## config.mk

```make
export PLATFORM = sky130hd
export DESIGN_NAME = wb_stepper
export DESIGN_NICKNAME = d
export VERILOG_FILES = /design/src/rtl/wb_stepper.sv
export SDC_FILE = /design/constraint.sdc
export NUM_CORES = 1
export LEC_CHECK = 0
export CAP_MARGIN = 10
export CORE_MARGIN = 5
export CORE_UTILIZATION = 54
export CTS_CLUSTER_DIAMETER = 80
export DETAILED_ROUTE_END_ITERATION = 10
export HOLD_SLACK_MARGIN = 0.05
export PLACE_DENSITY_LB_ADDON = 0.1
export SYNTH_ARGS = -nofsm -noshare
export SYNTH_HDL_FRONTEND = slang
export SYNTH_SLANG_ARGS = --single-unit
```

## constraint.sdc

```tcl
create_clock -name clk -period 4.6 [get_ports clk]
set_clock_uncertainty 0.05 [all_clocks]
set_input_delay 0.92 -clock clk [delete_from_list [all_inputs] [get_ports clk]]
set_output_delay 0.92 -clock clk [all_outputs]
set_load 0.03 [all_outputs]
```

## src/rtl/wb_stepper.sv

```systemverilog
// wb_stepper: Wishbone slave that drives step/dir/enable for an external stepper driver.
// Sends a programmed number of fixed-period steps and tracks signed absolute position.
module wb_stepper #(
    parameter int PULSE_W   = 100,
    parameter int DIR_SETUP = 200,
    parameter int CNT_W     = 16
) (
    input  logic        clk,
    input  logic        rst,
    input  logic [31:0] wb_adr_i,
    input  logic [31:0] wb_dat_i,
    output logic [31:0] wb_dat_o,
    input  logic [3:0]  wb_sel_i,
    input  logic        wb_we_i,
    input  logic        wb_cyc_i,
    input  logic        wb_stb_i,
    output logic        wb_ack_o,
    output logic        step_o,
    output logic        dir_o,
    output logic        en_o,
    output logic        intr
);
    typedef enum logic [1:0] {IDLE, SETUP, PULSE, LOW} state_e;

    localparam logic [31:0]      MIN_PERIOD = 32'(PULSE_W + 1);
    localparam logic [CNT_W-1:0] ONE        = 1;

    state_e           state_q, state_d;
    logic             ack_q, ack_d;
    logic             dir_q, dir_d, irq_en_q, irq_en_d;
    logic             done_q, done_d, stop_q, stop_d;
    logic             dir_out_q, dir_out_d;
    logic [31:0]      period_q, period_d, pos_q, pos_d;
    logic [31:0]      timer_q, timer_d, low_len_q, low_len_d;
    logic [CNT_W-1:0] count_q, count_d, remaining_q, remaining_d;

    logic [2:0]  reg_sel;
    logic        wr_en, start_wr, stop_wr, busy, enter_pulse;
    logic [31:0] eff_period;
    logic [15:0] rem16;
    logic        bus_unused;

    assign reg_sel    = wb_adr_i[4:2];
    assign wr_en      = ack_q & wb_cyc_i & wb_stb_i & wb_we_i;
    assign start_wr   = wr_en && (reg_sel == 3'd0) && wb_dat_i[0];
    assign stop_wr    = wr_en && (reg_sel == 3'd0) && wb_dat_i[1];
    assign busy       = (state_q != IDLE);
    assign eff_period = (period_q < MIN_PERIOD) ? MIN_PERIOD : period_q;
    assign rem16      = 16'(remaining_q);
    assign bus_unused = ^{wb_sel_i, wb_adr_i[31:5], wb_adr_i[1:0]};

    assign wb_ack_o = ack_q;
    assign step_o   = (state_q == PULSE);
    assign en_o     = busy;
    assign dir_o    = dir_out_q;
    assign intr     = done_q & irq_en_q;

    always_comb begin
        wb_dat_o = '0;
        if (ack_q) begin
            case (reg_sel)
                3'd0:    wb_dat_o = {30'b0, dir_q, irq_en_q};
                3'd1:    wb_dat_o = period_q;
                3'd2:    wb_dat_o = 32'(count_q);
                3'd3:    wb_dat_o = {rem16, 14'b0, done_q, busy};
                3'd4:    wb_dat_o = pos_q;
                default: wb_dat_o = '0;
            endcase
        end
    end

    always_comb begin
        state_d     = state_q;
        ack_d       = wb_cyc_i & wb_stb_i & ~ack_q;
        dir_d       = dir_q;
        irq_en_d    = irq_en_q;
        done_d      = done_q;
        stop_d      = stop_q;
        dir_out_d   = dir_out_q;
        period_d    = period_q;
        pos_d       = pos_q;
        timer_d     = timer_q;
        low_len_d   = low_len_q;
        count_d     = count_q;
        remaining_d = remaining_q;
        enter_pulse = 1'b0;

        if (wr_en) begin
            case (reg_sel)
                3'd0: begin
                    dir_d    = wb_dat_i[2];
                    irq_en_d = wb_dat_i[3];
                end
                3'd1: period_d = wb_dat_i;
                3'd2: count_d  = wb_dat_i[CNT_W-1:0];
                3'd3: if (wb_dat_i[1]) done_d = 1'b0;
                3'd4: if (!busy) pos_d = wb_dat_i;
                default: ;
            endcase
        end

        // STOP only matters mid-run; when idle a combined START takes effect instead
        if (stop_wr && busy) stop_d = 1'b1;

        case (state_q)
            IDLE: begin
                if (start_wr) begin
                    if (count_q != '0) begin
                        state_d     = SETUP;
                        remaining_d = count_q;
                        dir_out_d   = wb_dat_i[2];
                        done_d      = 1'b0;
                        timer_d     = 32'(DIR_SETUP - 1);
                    end else begin
                        done_d = 1'b1;
                    end
                end
            end
            SETUP: begin
                if (timer_q == '0) enter_pulse = 1'b1;
                else               timer_d = timer_q - 32'd1;
            end
            PULSE: begin
                if (timer_q == '0) begin
                    state_d = LOW;
                    timer_d = low_len_q;
                end else begin
                    timer_d = timer_q - 32'd1;
                end
            end
            LOW: begin
                if (timer_q != '0) begin
                    timer_d = timer_q - 32'd1;
                end else if (remaining_q == '0 || stop_d) begin
                    state_d = IDLE;
                    done_d  = 1'b1;
                    stop_d  = 1'b0;
                end else begin
                    enter_pulse = 1'b1;
                end
            end
            default: state_d = IDLE;
        endcase

        // Period is latched per step so a mid-run PERIOD write lands on the next step
        if (enter_pulse) begin
            state_d     = PULSE;
            remaining_d = remaining_q - ONE;
            pos_d       = dir_out_q ? pos_q + 32'd1 : pos_q - 32'd1;
            timer_d     = 32'(PULSE_W - 1);
            low_len_d   = eff_period - 32'(PULSE_W) - 32'd1;
        end
    end

    always_ff @(posedge clk) begin
        if (rst) begin
            state_q     <= IDLE;
            ack_q       <= 1'b0;
            dir_q       <= 1'b0;
            irq_en_q    <= 1'b0;
            done_q      <= 1'b0;
            stop_q      <= 1'b0;
            dir_out_q   <= 1'b0;
            period_q    <= '0;
            pos_q       <= '0;
            timer_q     <= '0;
            low_len_q   <= '0;
            count_q     <= '0;
            remaining_q <= '0;
        end else begin
            state_q     <= state_d;
            ack_q       <= ack_d;
            dir_q       <= dir_d;
            irq_en_q    <= irq_en_d;
            done_q      <= done_d;
            stop_q      <= stop_d;
            dir_out_q   <= dir_out_d;
            period_q    <= period_d;
            pos_q       <= pos_d;
            timer_q     <= timer_d;
            low_len_q   <= low_len_d;
            count_q     <= count_d;
            remaining_q <= remaining_d;
        end
    end
endmodule
```

==> run notes <==
• outcome: completed
• die span in x: 150.1 µm
• Main area contributors: sky130_fd_sc_hd__dfxtp_1, sky130_fd_sc_hd__nor2_1, sky130_fd_sc_hd__a21oi_1, sky130_fd_sc_hd__nand2_1, sky130_fd_sc_hd__ha_1
• total cells reported by yosys after synthesis: 1449
• count of maximum capacitance violations: 0
• highest metal layer with signal wires: met4
• Detailed Route Iter0 Violations: 910
• crit-path max FO: 20
• dominant logic cell types in the final layout: sky130_fd_sc_hd__nor2_1, sky130_fd_sc_hd__nand2_1, sky130_fd_sc_hd__dfxtp_1
• most congested layer reported by global routing: met2
• Crit path max-delay family: buffers and inverters
• proportion of synthesized flip-flops having asynchronous set or reset: 0
• post-route standard cell area excluding fillers: 12160 µm²
• pin count of the biggest net entering global routing: 90
• Max Clock Freq: 251.7 MHz
• first-pass GRT wire length: 52430 µm
• setup ws final: 626.6 ps
• fraction of the cycle the final worst path needs: 0.8638
• cell taking the most area after synthesis: sky130_fd_sc_hd__dfxtp_1
• TritonCTS Sinks: 168
• number of nets in the synthesized netlist: 1562
• number of remaining DRC errors: 0
• number of antenna violations at the first check in global routing: 0
• number of hold buffers added after cts: 0
• relative contribution of combinational cells to total power: 0.575
• Reg clk slew, reported paths: 70 ps
• worst path cell trace: clkdlybuf4s50_1 -> nor2b_2 -> buf_4 -> buf_4 -> a22oi_1 -> nor2_1 -> a21oi_1 -> nor2_1 -> buf_4
• Pre-Repair DR Iteration Count: 6
• PnR Total Power: 7.874 mW
• Worst Hold Margin: 412.2 ps
• cell area after placement: 11570 µm²
• power drawn by the clock network: 1.48 mW
• die outline area: 22530 µm²
• diode count: 0
• Hold WC Path Type: register to register
• detailed placer's ending HPWL: 23690 µm
• grt total ovfl: 0
• number of levels the H-tree was split into: 4
• top_reg_cell synth: sky130_fd_sc_hd__dfxtp_1
• setup TNS after final layout: 0 ps
• final setup violating endpoints: 0
• Crit path top cell by count: sky130_fd_sc_hd__buf_4
• count of nets after finishing: 1597
• total routing usage reported by global routing: 0.2910
final cells by class:
cell class | count | area share
repair buffers | 114 | 0.08024
multi-input cells | 1162 | 0.5605
well taps | 265 | 0.02726
inverters | 21 | 0.006481
flip-flops and latches | 168 | 0.2765
clock buffers | 20 | 0.03672
clock inverters | 11 | 0.01224
worst min-delay path, cell delays in order, from the launching register on:
cell                      delay [ps]
sky130_fd_sc_hd__dfxtp_1         310
sky130_fd_sc_hd__nand2_1          50
sky130_fd_sc_hd__a21oi_1          50
final timing paths:
check | endpoint | startpoint | slack [ps] | depth (start not counted)
max | wb_dat_o[19] | wb_adr_i[4] | 630 | 9
min | low_len_q[0] | low_len_q[0] | 410 | 2
max reg2reg | pos_q[31] | dir_o | 750 | 12
min reg2reg | low_len_q[0] | low_len_q[0] | 410 | 2
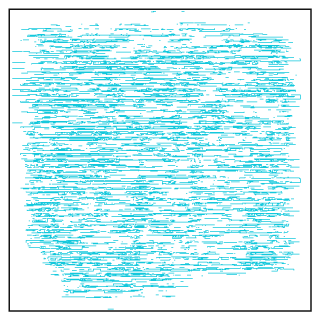
**Above:** the metal 1 layer.
(2 px per µm)
1461 nets have wire on it. The wires run mostly horizontal. The layer holds 43% of the routed length. The layer carries 14200 µm of wire. The longest straight run is 48.8 µm.
routed via count: 10810
Routed WL: 32930 µm

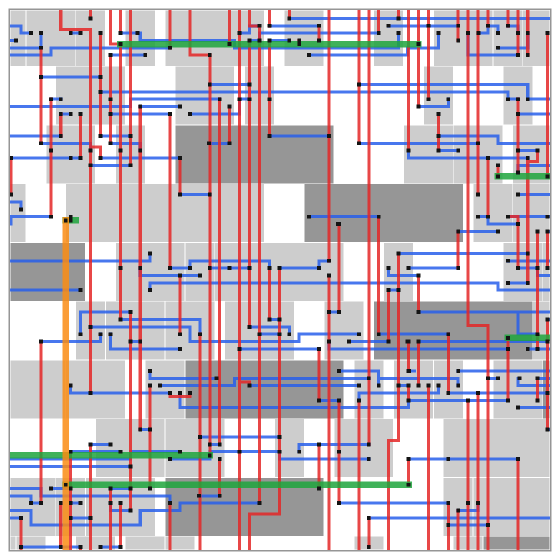
**Above:** a small window of the routed layout.
Window x 100 to 125, y 100 to 125 µm. Cells in grey, sequential cells in the stronger grey; small squares are vias.
Key: red = met2; green = met3; orange = met4; blue = met1
Sequential cells in the window: 5. Netlist names of flops here include `low_len_q` (5). Most frequent: nor2_1 (12). 54 logic cells have their middle in the window.

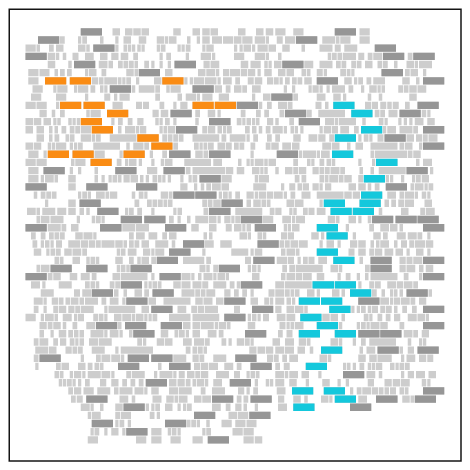
**Above:** sequential cells grouped by signal name.
(3 px per µm) Other sequential cells in the stronger grey, the rest of the logic in the fainter grey.
Key: orange = `count_q` [sequential cells 16, where upper left]; cyan = `low_len_q` [sequential cells 32]
register cell area after layout: 3363 µm²
Seq area share: 0.2765

No activity file was given, so power comes from the tool's default toggle rates.
